==> config.mk <==
export PLATFORM = sky130hd
export DESIGN_NAME = fir_packet_bridge
export DESIGN_NICKNAME = d
export VERILOG_FILES = /design/src/rtl/fir_packet_bridge.sv
export SDC_FILE = /design/constraint.sdc
export NUM_CORES = 1
export LEC_CHECK = 0
export CAP_MARGIN = 20
export CORE_AREA = 5 5 347 349
export CTS_CLUSTER_SIZE = 14
export DETAILED_ROUTE_END_ITERATION = 8
export DIE_AREA = 0 0 352 354
export PLACE_DENSITY_LB_ADDON = 0.15
export SLEW_MARGIN = 10
export SYNTH_ARGS = -nofsm -noshare
export SYNTH_HDL_FRONTEND = slang
export SYNTH_SLANG_ARGS = --single-unit
==> constraint.sdc <==
create_clock -name clkIn -period 30.7 [get_ports clkIn]
set_input_delay 9.21 -clock clkIn [delete_from_list [all_inputs] [get_ports clkIn]]
set_output_delay 9.21 -clock clkIn [all_outputs]
set_load 0.01 [all_outputs]
==> run_1/m1.png <==
Bar = 100 um. Supply wires on this layer in gray. Cells faint in the background.
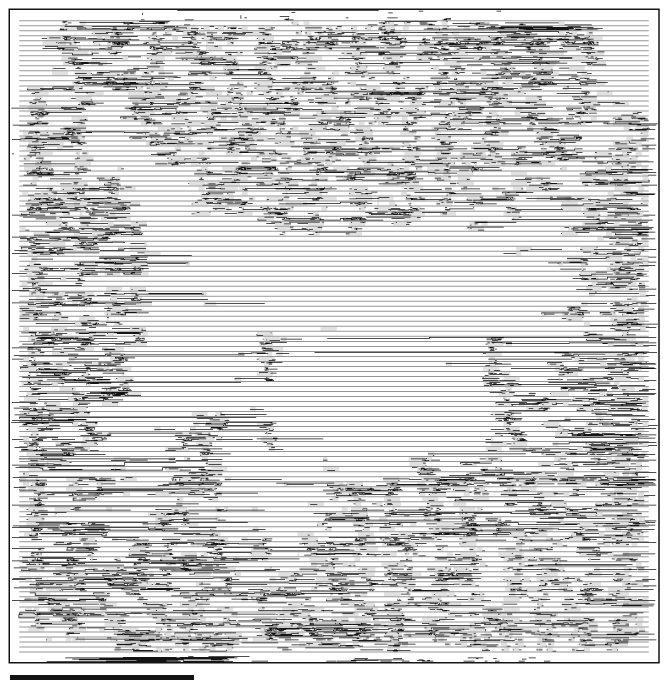
nets with wire on the layer	2846
wire length on this layer	35.9 mm
share of all routed wire	38%
via count: 18.8k
Post-Route WL: 95600 um

==> run_1/congestion_map.png <==
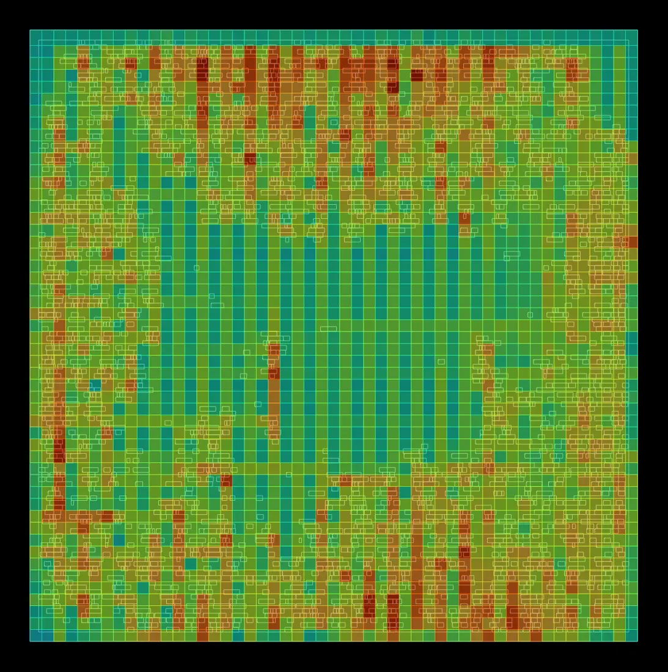
WL/cell: 22.1 um
fin util: 32.1%

==> run_1/ff_map.png <==
Bar = 100 um. Other sequential cells in the stronger gray, the rest of the logic in the fainter gray.
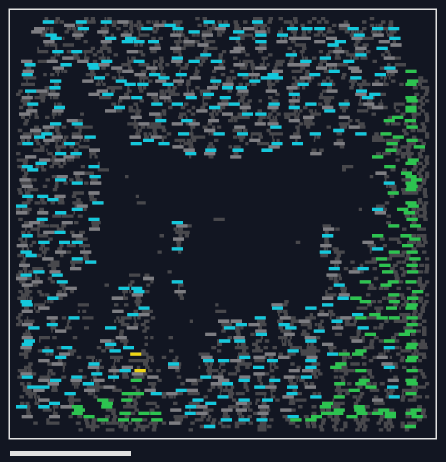
color	signal	sequential cells
green	`firDataOut`	128
cyan	`txDataOut`	256
yellow	`state_q`	2
Seq/total area: 43.0%
FF+latch area: 16200 um2
Seq. pwr: 1.30 mW

==> impl_metrics.yaml, run 1 <==
# generated from flow reports
status:
  status: "completed"
pwr:
  switchingPower_mw: 0.875
  power.leakage_nw: 15.4
  irDropWorstVdd_v: 0.0000415
  internal_power_mw: 2.21
  clockPowerShare_pct: 31.8
  combPwrFrac_pct: 26.1
  swShare_pct: 28.4
  pwr-share-seq_pct: 42.1
  pwr_density_cell_nw_per_um2: 82.2
timing:
  worst_slack_ps: 18140
  hold-worst-slack_ps: 462
  fin_worst_skew_ps: 20.5
  fin_crit_sh_pct: 40.9
  setup_viol: 0
  final_hold_viol_count: 0
  final.setup.tns_ps: 0
worst_setup_path:
  crit_fanout: 218
  rrSetupSlack_ps: 27020
  cp-end-kind: "register"
  critPathArrivalTime_ps: 13120
  ff2ff_path_depth: 6
  cp_data_required_time_ps: 31250
clock_tree:
  cts_buffers: 83
  cts_sinks: 646
  cts_buffer_depth: 3
  cts_hold_buffers: 0
  clk_pin_slew_ps: 60
routing:
  drt-pass1-iter-count: 5
  drc: 0
synth:
  synth-edff-count: 0
  synth_cell_types: 20
  area_leaders: "dfrtp_1 63%, mux2_2 17%, a22oi_1 7.5%"
  synth-main-ff-cell: "dfrtp_1"
  async_flop_share_pct: 100
  yosys_cells: 1970
  ys.flops: 646
finish:
  syn2layout_area_growth_pct: 46.7
job:
  cap_violations: 0
  warnings: 169
global_route:
  overflow: 0
  grt.total_usage_pct: 14.9
place:
  io_buffers: 774
  globalplace.congestion: 0.758
  place_area_um2: 34700
floorplan:
  core_area_um2: 117000
hold_path:
  worstHoldPathType: "register to register"
[run 1: cells by family after synthesis]
family / after synthesis / share of synthesized area, %
DFF: 646 / 63.1
AOI/OAI and AO/OA: 515 / 12.6
muxes: 385 / 16.9
and+or+nand+nor: 265 / 3.99
buffers and inverters: 159 / 3.36
[run 1: cell usage in the layout, fill, tap and decap left out, types with 3 or more instances in the layout]
cell / instances
bufinv_16: 6
clkinvlp_4: 4
a21oi_1: 258
buf_16: 3
dfrtp_1: 646
diode_2: 19
inv_16: 3
clkbuf_16: 83
clkinv_2: 11
inv_6: 4
buf_4: 20
mux2_2: 385
nor2_1: 256
clkbuf_1: 18
clkdlybuf4s50_1: 774
buf_12: 3
a22oi_1: 255
clkbuf_8: 16
[run 1: power by group through the flow]
stage	sequential, mW	clock, mW	combinational (mW)
after floorplan	1.34	0	0.344
after global placement	1.30	0	0.806
after detailed placement	1.31	0	0.822
after CTS	1.30	1.02	0.824
after global routing	1.33	1.05	0.869
final	1.30	0.982	0.806
[run 1: final cells by class]
type,count,area [um2]
multi-input combinational,1165,8590
clock inverter,31,402
timing repair buffer,800,8040
fill,11600,79600
sequential,646,16200
clock buffer,117,2360
inverter,3,26.3
antenna,19,47.5
tap,1536,1920
[run 1: worst max-delay path, stage by stage]
cell	delay, ps
clkdlybuf4s50_1	690
nand4b_1	330
buf_12	710
buf_4	820
buf_4	780
nor2_1	90
a21oi_1	170
[run 1: layer usage]
metal | vias up | share of wire [%] | global-route usage (%)
met2 | 575 | 51 | 26.2
met4 | 26 | 2.6 | 4.42
li1 | 8572 | - | -
met1 | 9499 | 38 | 16.2
met3 | 147 | 8.7 | 6.55
met5 | - | 0.18 | 0
==> inputs of run 2 (changes only) <==
==> constraint.sdc (replaced) <==
create_clock -name clkIn -period 12.8 [get_ports clkIn]
set_input_delay 3.84 -clock clkIn [delete_from_list [all_inputs] [get_ports clkIn]]
set_output_delay 3.84 -clock clkIn [all_outputs]
set_load 0.01 [all_outputs]
==> run_2/layers.png <==
Only two layers are drawn.
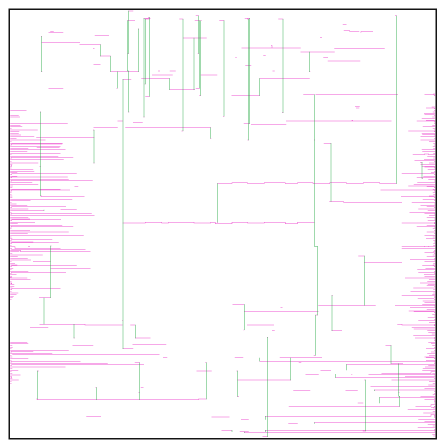
color	layer	wire length
green	M4	2370 um
magenta	M3	7770 um
via count: 18.8k
WL/cell: 21.9 um

==> run_2/congestion_map.png <==
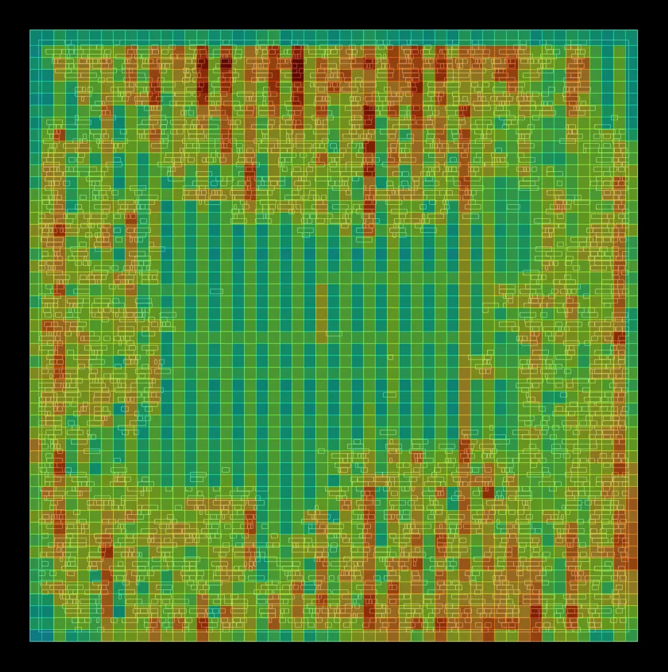
met3 usage: 5.55%
routing usage on met1: 16.3%
fin util: 32.0%
GRT met2 Usage: 25.5%

==> run 2 against run 1 <==
Non-clock buffer count fell by 8. Combinational power up 140%. Die area unchanged. First-iteration DRC count shrank 5.7%. Flip-flop count unchanged. Core utilization decreased by 0.094 points. Design area decreased by 0.29%. Critical path type unchanged. Critical endpoint is now txDataOut[178]. Largest power group unchanged.
==> impl_metrics.yaml, run 2 <==
# generated from flow reports
status:
  status: "completed"
pwr:
  swShare_pct: 28.1
  switchingPower_mw: 2.07
  power.leakage_nw: 15.4
  clockPowerShare_pct: 31.5
  pwr-share-seq_pct: 42.3
  internal_power_mw: 5.29
  combPwrFrac_pct: 26.2
  irDropWorstVdd_v: 0.0000959
place:
  io_buffers: 774
  globalplace.congestion: 0.767
clock_tree:
  cts_buffers: 83
  cts_sinks: 646
  cts_buffer_depth: 3
finish:
  antenna_cells: 11
  nonClkBufAreaFrac_pct: 21.4
  logic_gate_count: 1165
  ff_count: 646
  mostFrequentLayoutCells: "774 x clkdlybuf4s50_1, 646 x dfrtp_1, 385 x mux2_2"
  seq_area_share_pct: 43.2
  register_area_um2: 16200
  fill_cells: 11800
  layout_top_cell: "clkdlybuf4s50_1"
  inv_count: 3
  logic_area_um2: 8590
timing:
  final_hold_viol_count: 0
  final.setup.tns_ps: 0
  worst_slack_ps: 6360
  hold-worst-slack_ps: 459
job:
  cap_violations: 0
synth:
  synth_cell_types: 20
  async_flop_share_pct: 100
  synth-edff-count: 0
  yosys_cells: 1970
floorplan:
  core_area_um2: 117000
global_route:
  grt.total_usage_pct: 14.6
  overflow: 0
worst_setup_path:
  ff2ff_path_depth: 6
  crit_path_top_delay_cell: "buf_4"
  cp_cell_sequence: "clkdlybuf4s50_1 > buf_4 > nand4b_1 > buf_4 > buf_4 > buf_12 > nor2_1 > a21oi_1"
  crit_fanout: 190
==> run 2: cell counts after synthesis <==
No cell type changed its count.
==> run 2: kinds of logic (layout without fill, tap and decap cells) <==
family | Yosys count | after routing | synth area share, %
AOI/OAI and AO/OA | 515 | 515 | 12.6
other | 0 | 11 | 0
DFF | 646 | 646 | 63.1
buffers and inverters | 159 | 938 | 3.36
and+or+nand+nor | 265 | 265 | 3.99
muxes | 385 | 385 | 16.9
==> run 2: per-layer routing <==
metal,part of all wire [%],GRT usage [%],up-vias,wire length [um]
li1,-,-,8545,-
met5,0.16,0,-,147
met4,2.5,4.78,22,2370
met3,8.3,5.55,137,7770
met1,38,16.3,9549,36100
met2,51,25.5,560,47600
==> run 2: worst max-delay path, delay by kind of cell <==
kind / cells / cell delay, ps
AND/OR/NAND/NOR: 2 / 260
AND-OR/OR-AND: 1 / 170
buffers and inverters: 5 / 2390
==> run 2: stage by stage <==
| stage | utilization (%) | power, mW | instances | area (um2) |
|---|---|---|---|---|
| final | 32.0 | 7.36 | 4296 | 37400 |
| after global routing | 32.0 | 7.77 | 4294 | 37400 |
| after CTS | 31.9 | 7.52 | 4285 | 37400 |
| after detailed placement | 29.6 | 5.12 | 4142 | 34700 |
| after global placement | 29.6 | 5.03 | 4142 | 34700 |
| after floorplan | - | 4.04 | 1970 | 25600 |
==> run 2: power by group through the flow <==
stage	Combinational (mW)	Clock, mW	Sequential (mW)
floorplan	0.825	0	3.22
global placement	1.93	0	3.10
detailed placement	1.97	0	3.15
CTS	1.97	2.43	3.12
global route	2.08	2.50	3.20
finish	1.93	2.32	3.11
No activity file was given, so power comes from the tool's default toggle rates.
